`config.mk`:
```
export PLATFORM = sky130hd
export DESIGN_NAME = cmd_sequencer_flat
export DESIGN_NICKNAME = d
export VERILOG_FILES = /design/src/rtl/cmd_sequencer_if.sv /design/src/rtl/cmd_sequencer.sv /design/src/flat_wrapper.sv
export SDC_FILE = /design/constraint.sdc
export NUM_CORES = 1
export LEC_CHECK = 0
export CAP_MARGIN = 25
export CORE_MARGIN = 3
export CORE_UTILIZATION = 53
export CTS_CLUSTER_DIAMETER = 80
export DETAILED_ROUTE_END_ITERATION = 10
export PLACE_DENSITY = 0.77
export SLEW_MARGIN = 20
export SYNTH_ARGS = -nofsm -noshare
export SYNTH_HDL_FRONTEND = slang
export SYNTH_SLANG_ARGS = --single-unit
```
`constraint.sdc`:
```
create_clock -name clk -period 2.8 [get_ports clk]
set_input_delay 0.42 -clock clk [delete_from_list [all_inputs] [get_ports clk]]
set_output_delay 0.42 -clock clk [all_outputs]
set_load 0.03 [all_outputs]
```
`src/rtl/cmd_sequencer_if.sv`:
```
// Host/CPU-side bundle for the command sequencer: host push port, CPU error input,
// and the issued command plus status back to host and CPU.
interface cmd_sequencer_if #(
    parameter int unsigned CMD_W = 7,
    parameter int unsigned DEPTH = 4,
    parameter int unsigned CNT_W = 8
);
    localparam int unsigned LVL_W = $clog2(DEPTH + 1);

    logic              in_valid;
    logic [CMD_W-1:0]  in_cmd;
    logic              in_ready;
    logic              cpu_error;
    logic              clear_err;
    logic [CMD_W-1:0]  cmd_out;
    logic [LVL_W-1:0]  level;
    logic [CNT_W-1:0]  issued_cnt;
    logic              idle;
    logic              err_sticky;
    logic [CMD_W-1:0]  err_cmd;

    modport slave (
        input  in_valid, in_cmd, cpu_error, clear_err,
        output in_ready, cmd_out, level, issued_cnt, idle, err_sticky, err_cmd
    );

    modport master (
        output in_valid, in_cmd, cpu_error, clear_err,
        input  in_ready, cmd_out, level, issued_cnt, idle, err_sticky, err_cmd
    );
endinterface

```
`src/rtl/cmd_sequencer.sv`:
```
// Buffers host commands and issues each one to the CPU for a single cycle followed by
// a fixed NOP gap; cpu_error is checked during the gap and can halt issue until cleared.
module cmd_sequencer #(
    parameter int unsigned      CMD_W         = 7,
    parameter int unsigned      DEPTH         = 4,
    parameter int unsigned      NOP_CYCLES    = 2,
    parameter logic [CMD_W-1:0] NOP_CMD       = 7'b0000100,
    parameter int unsigned      CNT_W         = 8,
    parameter bit               HALT_ON_ERROR = 1'b1
) (
    input  logic            clk,
    input  logic            rst,
    cmd_sequencer_if.slave  bus
);
    localparam int unsigned LVL_W = $clog2(DEPTH + 1);
    localparam int unsigned PTR_W = $clog2(DEPTH);
    localparam int unsigned GAP_W = (NOP_CYCLES > 1) ? $clog2(NOP_CYCLES) : 1;

    typedef enum logic [1:0] {S_IDLE, S_ISSUE, S_GAP, S_HALT} state_e;

    state_e             state_q, state_d;
    logic [CMD_W-1:0]   cmd_q, cmd_d;
    logic [CMD_W-1:0]   last_q, last_d;
    logic [GAP_W-1:0]   gap_q, gap_d;
    logic [CNT_W-1:0]   cnt_q, cnt_d;
    logic               err_q, err_d;
    logic [CMD_W-1:0]   err_cmd_q, err_cmd_d;
    logic [LVL_W-1:0]   level_q, level_d;
    logic [PTR_W-1:0]   wr_ptr_q, wr_ptr_d;
    logic [PTR_W-1:0]   rd_ptr_q, rd_ptr_d;
    logic [CMD_W-1:0]   mem_q [DEPTH];

    logic               in_ready_c;
    logic               push_c;
    logic               pop_c;
    logic [CMD_W-1:0]   head_c;

    assign in_ready_c = (level_q < LVL_W'(DEPTH));
    assign push_c     = bus.in_valid && in_ready_c;
    assign head_c     = mem_q[rd_ptr_q];

    // Issue sequencing: IDLE -> ISSUE (one cycle) -> GAP (NOP_CYCLES) -> ISSUE/IDLE, or HALT on error
    always_comb begin
        state_d   = state_q;
        cmd_d     = cmd_q;
        last_d    = last_q;
        gap_d     = gap_q;
        cnt_d     = cnt_q;
        err_d     = err_q;
        err_cmd_d = err_cmd_q;
        pop_c     = 1'b0;

        if (bus.clear_err) begin
            err_d = 1'b0;
        end

        unique case (state_q)
            S_IDLE: begin
                cmd_d = NOP_CMD;
                if (level_q != '0) begin
                    pop_c   = 1'b1;
                    cmd_d   = head_c;
                    last_d  = head_c;
                    cnt_d   = cnt_q + CNT_W'(1);
                    state_d = S_ISSUE;
                end
            end
            S_ISSUE: begin
                cmd_d   = NOP_CMD;
                gap_d   = GAP_W'(NOP_CYCLES - 1);
                state_d = S_GAP;
            end
            S_GAP: begin
                cmd_d = NOP_CMD;
                // Error is assigned after clear_err so a coincident error wins
                if (bus.cpu_error) begin
                    err_d     = 1'b1;
                    err_cmd_d = last_q;
                end
                if (bus.cpu_error && HALT_ON_ERROR) begin
                    state_d = S_HALT;
                end else if (gap_q == '0) begin
                    if (level_q != '0) begin
                        pop_c   = 1'b1;
                        cmd_d   = head_c;
                        last_d  = head_c;
                        cnt_d   = cnt_q + CNT_W'(1);
                        state_d = S_ISSUE;
                    end else begin
                        state_d = S_IDLE;
                    end
                end else begin
                    gap_d = gap_q - GAP_W'(1);
                end
            end
            S_HALT: begin
                cmd_d = NOP_CMD;
                if (bus.clear_err) begin
                    state_d = S_IDLE;
                end
            end
            default: begin
                cmd_d   = NOP_CMD;
                state_d = S_IDLE;
            end
        endcase
    end

    // FIFO pointers and occupancy; simultaneous push and pop leave the level unchanged
    always_comb begin
        wr_ptr_d = wr_ptr_q;
        rd_ptr_d = rd_ptr_q;
        level_d  = level_q;
        if (push_c) begin
            wr_ptr_d = wr_ptr_q + PTR_W'(1);
        end
        if (pop_c) begin
            rd_ptr_d = rd_ptr_q + PTR_W'(1);
        end
        if (push_c && !pop_c) begin
            level_d = level_q + LVL_W'(1);
        end else if (!push_c && pop_c) begin
            level_d = level_q - LVL_W'(1);
        end
    end

    always_ff @(posedge clk or negedge rst) begin
        if (!rst) begin
            state_q   <= S_IDLE;
            cmd_q     <= NOP_CMD;
            last_q    <= '0;
            gap_q     <= '0;
            cnt_q     <= '0;
            err_q     <= 1'b0;
            err_cmd_q <= '0;
            level_q   <= '0;
            wr_ptr_q  <= '0;
            rd_ptr_q  <= '0;
        end else begin
            state_q   <= state_d;
            cmd_q     <= cmd_d;
            last_q    <= last_d;
            gap_q     <= gap_d;
            cnt_q     <= cnt_d;
            err_q     <= err_d;
            err_cmd_q <= err_cmd_d;
            level_q   <= level_d;
            wr_ptr_q  <= wr_ptr_d;
            rd_ptr_q  <= rd_ptr_d;
        end
    end

    // Storage needs no reset: occupancy alone decides which entries are valid
    always_ff @(posedge clk) begin
        if (push_c) begin
            mem_q[wr_ptr_q] <= bus.in_cmd;
        end
    end

    assign bus.in_ready   = in_ready_c;
    assign bus.cmd_out    = cmd_q;
    assign bus.level      = level_q;
    assign bus.issued_cnt = cnt_q;
    assign bus.idle       = (state_q == S_IDLE) && (level_q == '0);
    assign bus.err_sticky = err_q;
    assign bus.err_cmd    = err_cmd_q;
endmodule

```
`src/flat_wrapper.sv`:
```
// flat-port wrapper written by rule: the top's interface ports become plain ports
module cmd_sequencer_flat 
#(
    parameter int unsigned      CMD_W         = 7,
    parameter int unsigned      DEPTH         = 4,
    parameter int unsigned      NOP_CYCLES    = 2,
    parameter logic [CMD_W-1:0] NOP_CMD       = 7'b0000100,
    parameter int unsigned      CNT_W         = 8,
    parameter bit               HALT_ON_ERROR = 1'b1
)
  (clk, rst, bus_in_valid, bus_in_cmd, bus_cpu_error, bus_clear_err, bus_in_ready, bus_cmd_out, bus_level, bus_issued_cnt, bus_idle, bus_err_sticky, bus_err_cmd);
  cmd_sequencer_if #(.CMD_W(CMD_W), .DEPTH(DEPTH), .CNT_W(CNT_W)) bus_i ();
  input  logic clk;
  input  logic rst;
  input wire logic [$bits(bus_i.in_valid)-1:0] bus_in_valid;
  input wire logic [$bits(bus_i.in_cmd)-1:0] bus_in_cmd;
  input wire logic [$bits(bus_i.cpu_error)-1:0] bus_cpu_error;
  input wire logic [$bits(bus_i.clear_err)-1:0] bus_clear_err;
  output wire logic [$bits(bus_i.in_ready)-1:0] bus_in_ready;
  output wire logic [$bits(bus_i.cmd_out)-1:0] bus_cmd_out;
  output wire logic [$bits(bus_i.level)-1:0] bus_level;
  output wire logic [$bits(bus_i.issued_cnt)-1:0] bus_issued_cnt;
  output wire logic [$bits(bus_i.idle)-1:0] bus_idle;
  output wire logic [$bits(bus_i.err_sticky)-1:0] bus_err_sticky;
  output wire logic [$bits(bus_i.err_cmd)-1:0] bus_err_cmd;
  assign bus_i.in_valid = bus_in_valid;
  assign bus_i.in_cmd = bus_in_cmd;
  assign bus_i.cpu_error = bus_cpu_error;
  assign bus_i.clear_err = bus_clear_err;
  assign bus_in_ready = bus_i.in_ready;
  assign bus_cmd_out = bus_i.cmd_out;
  assign bus_level = bus_i.level;
  assign bus_issued_cnt = bus_i.issued_cnt;
  assign bus_idle = bus_i.idle;
  assign bus_err_sticky = bus_i.err_sticky;
  assign bus_err_cmd = bus_i.err_cmd;
  cmd_sequencer #(.CMD_W(CMD_W), .DEPTH(DEPTH), .NOP_CYCLES(NOP_CYCLES), .NOP_CMD(NOP_CMD), .CNT_W(CNT_W), .HALT_ON_ERROR(HALT_ON_ERROR)) u_core (.clk(clk), .rst(rst), .bus(bus_i));
endmodule
```
==> images/layer_met1.png <==
The bar under the picture is 20 µm long. Cells faint in the background.
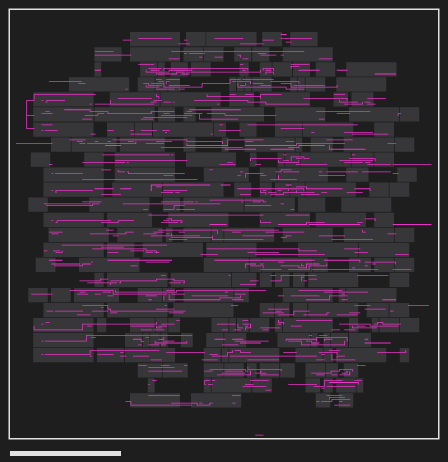
longest straight run: 23.9 µm
wire length on this layer: 2,000 µm
nets with wire on the layer: 203

==> images/metal_density.png <==
The die is cut into 15 by 15 equal tiles; white is low, dark blue is high, scaled to the fullest tile. Values are wire area over tile area, all layers added.
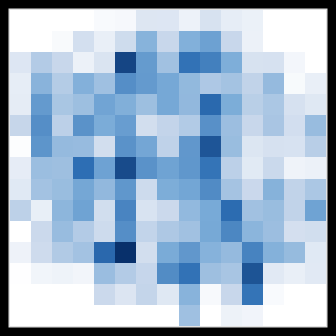
nearly empty tiles: 15%
densest ninth of the die: centre
fullest tile: 0.39
tiles over half the peak: 21%
mean over tiles: 0.12

==> images/wires.png <==
The bar under the picture is 20 µm long. Two of the layers only.
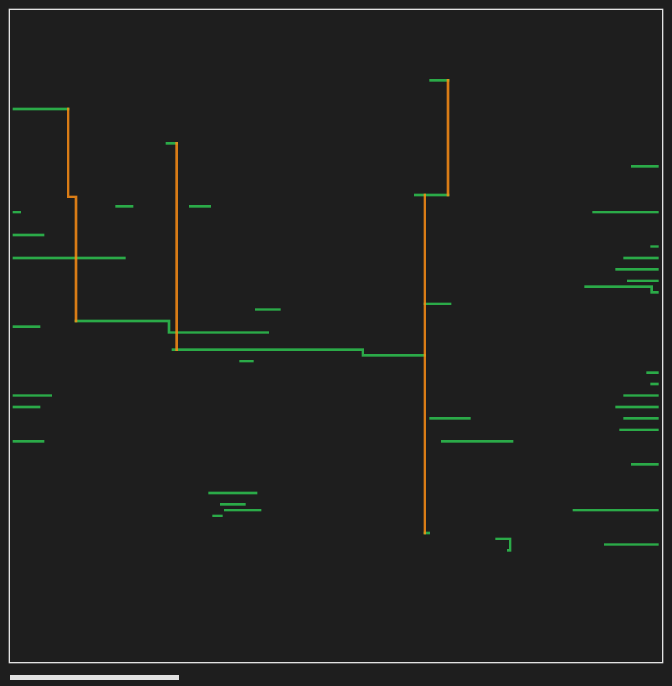
[orange] metal 4 | wire length: 104 µm
[green] metal 3 | wire length: 211 µm

==> images/detail.png <==
The bar under the picture is 5 µm long. Region (48, 48) to (68, 68) µm. Cells in grey, sequential cells in the stronger grey; small squares are vias.
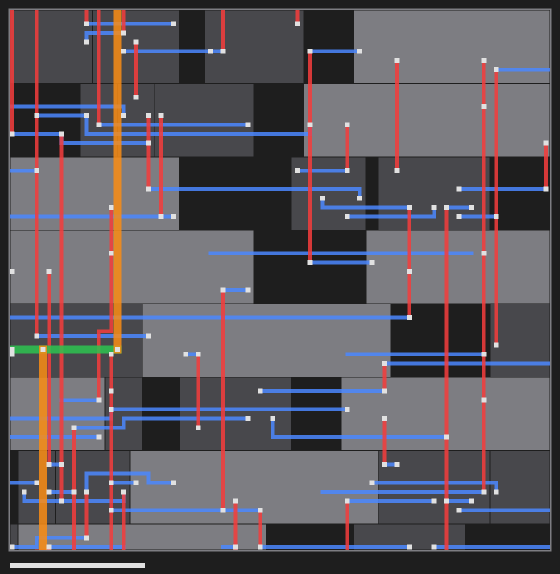
[blue] metal 1
[green] metal 3
[orange] metal 4
[red] metal 2
most frequent: dfrtp_1 (8), clkdlybuf4s50_1 (5), mux2_2 (3)
cells with their middle in the window: 24
sequential cells in the window: 8
netlist names of flops here include: `u_core.bus.err_cmd` (3), `u_core.bus.cmd_out` (2), `u_core.last_q` (2)

==> impl_metrics.json <==
{
  "cts_buffer_depth": 2,
  "syn_area_um2": 2700,
  "rows": 25,
  "status": "finished, final reports clean",
  "ant_nets": 0,
  "end_kind": "output pin",
  "post_cts_buffers": 0,
  "cts_resized": 0,
  "drc_errors": 0,
  "cts.htree.levels": 3,
  "dieHeight_um": 77.4,
  "synthDistinctLibCells": 34,
  "core_um2": 4820,
  "ir_worst_vdd_v": 0.000543,
  "grt_pass1_wl_mm": 7.74,
  "placed_area_um2": 3140,
  "worstPathRequired_ns": 2.38,
  "cp-start-kind": "flop",
  "rsz0062_at_grt": "no",
  "fp-utilization": 0.560,
  "p_leak_nw": 1.35,
  "synth_warnings": 0,
  "grt_pass1_vias": 1552,
  "fin_area_um2": 3320,
  "slowest_stage": "clkdlybuf4s50_1",
  "skew_ns": 0.00697,
  "gp_congestion": 0.749,
  "grt_max_degree": 41,
  "cts_made_buffers": 9,
  "hp-class": "in -> async",
  "hold_viol": 0,
  "via_count": 1498,
  "max_stage_delay_ns": 0.70,
  "hold_buffers": 0,
  "path_cells": "nor3_1, buf_4, nor3b_1, clkdlybuf4s50_1",
  "crit_type": "reg -> out",
  "max_slew_margin": 0.410,
  "whs_ns": 0.208,
  "clkSlewWorstSetupHoldPaths_ns": 0.07,
  "cap_violations": 0,
  "root_buffer": "clkbuf_8",
  "drive_above_1_share": 0.167,
  "diodes": 0,
  "yosysCellCount": 169,
  "fmax_ghz": 0.415,
  "grtUsageTotal": 0.173,
  "drv_slew": 0,
  "cp_data_arrival_time_ns": 1.99,
  "port_buffers": 39,
  "die_area_um2": 5980,
  "cts_tree": "done",
  "synth_seq_share": 0.683,
  "setup_violations": 0,
  "layout_top_cell": "dfrtp_1",
  "dp_hpwl_mm": 3.16,
  "io_pins": 40,
  "rrSetupSlack_ns": 0.78,
  "fin_crit_ns": 2.41,
  "avgSynthCellArea_um2": 16.0,
  "fin_nets": 235,
  "p_per_area_nw_per_um2": 1180,
  "wl_mm": 4.50,
  "antenna_found_initial": 0,
  "clock_latency_ns": 0.34,
  "post_drt_wl_per_cell_um": 15.6,
  "firstDrtPassIters": 4,
  "cts.sinks": 68,
  "first_iter_violations": 51,
  "viasPerCell": 5.20,
  "power_mw": 3.92,
  "syn-num-nets": 188,
  "grt_remaining_overflow": 0,
  "syn_inst": 169,
  "crit_path_max_fanout": 4,
  "ys_chip_area_um2": 2700,
  "tightest_slew_ns": 0.886,
  "tool_warnings": 29,
  "period_used_share": 0.861,
  "r2r_cells": 7,
  "syn2layout_area_growth_pct": 23.1,
  "die_w_um": 77.4,
  "tns_ns": 0,
  "ys_ff": 68,
  "layout_top_cells": "dfrtp_1 (39), clkdlybuf4s50_1 (38), edfxtp_1 (28), xnor2_1 (11), nand2_1 (11)"
}
-- cell type report --
cell class                 count  area [µm²]
clock buffer                  10         128
sequential                    68        1840
tap                           67        83.8
multi-input combinational     87         772
inverter                       7        26.3
clock inverter                 6        55.1
fill                         350        1490
timing repair buffer          43         415
-- flip-flops by register name, indices dropped and copies added (netlist names) --
register and cells:
u_core.bus.cmd_out 7, u_core.bus.err_cmd 7, u_core.bus.err_sticky 1, u_core.bus.issued_cnt 8, u_core.bus.level 3, u_core.gap_q 1
u_core.last_q 7, u_core.mem_q 28, u_core.rd_ptr_q 2, u_core.state_q 2, u_core.wr_ptr_q 2
-- per-stage QoR --
step,instances,util,setup slack (ns)
6_report,288,0.690,0.389
5_1_grt,288,0.690,0.273
4_1_cts,288,0.690,0.361
3_5_place_dp,272,0.652,0.315
3_3_place_gp,272,0.652,0.394
2_1_floorplan,169,-,0.510
-- where the power goes --
group / internal, mW / switching [mW] / total [mW]
logic: 0.741 / 0.794 / 1.53
clock network: 0.402 / 0.339 / 0.741
registers: 1.37 / 0.273 / 1.64
total: 2.51 / 1.41 / 3.92
-- worst max-delay path, delay by kind of cell (launching register included) --
kind          cells  cell delay [ns]
simple gates      2             0.38
buf+inv           2             0.86
flops             1             0.43
-- synth_stat cells --
cell type	instances	area [µm²]
a211o_1	1	8.76
a21o_1	6	45.0
a21oi_1	2	10.0
a31oi_1	1	6.26
and2_1	8	50.1
and2_4	2	17.5
and3_1	1	6.26
and4_1	1	8.76
buf_2	1	5.00
buf_6	4	45.0
clkbuf_1	2	7.51
dfrtp_1	39	976
dfstp_2	1	26.3
edfxtp_1	28	841
fa_1	1	20.0
ha_1	6	75.1
inv_1	7	26.3
mux2_2	8	90.1
mux4_2	7	158
nand2_1	11	41.3
nand2b_1	2	12.5
nand3_1	1	5.00
nand3b_1	1	7.51
nand4_1	4	25.0
nor2_1	3	11.3
nor2b_1	1	6.26
nor3_1	1	5.00
nor3_4	1	16.3
nor3b_1	1	7.51
o211ai_1	1	7.51
o21a_1	1	7.51
o21ai_0	2	10.0
xnor2_1	11	96.3
xor2_1	2	17.5
-- kinds of logic after synthesis --
group           share of synthesized area
simple gates                       0.0816
buf+inv                            0.0311
flops                               0.683
compound gates                     0.0352
fa+ha+maj                          0.0352
mux                                0.0918
xor+xnor                           0.0422
-- routing by layer --
layer,vias to the layer above,track usage,share of wire
met5,-,0,0
met4,0,0.107,0.023
met3,10,0.0383,0.047
met2,53,0.260,0.49
met1,745,0.232,0.44
li1,690,-,-
-- path summary, 6_finish.rpt --
kind / startpoint / to
max in group asynchronous: rst / u_core.bus.err_cmd[5]
hold reg to reg: u_core.bus.issued_cnt[7] / u_core.bus.issued_cnt[7]
setup / recovery: u_core.bus.level[1] / bus_idle
setup reg to reg: u_core.gap_q / u_core.bus.level[1]
hold / removal: rst / u_core.bus.err_sticky
min in group clk: u_core.bus.issued_cnt[7] / u_core.bus.issued_cnt[7]
No activity file was given, so power comes from the tool's default toggle rates.
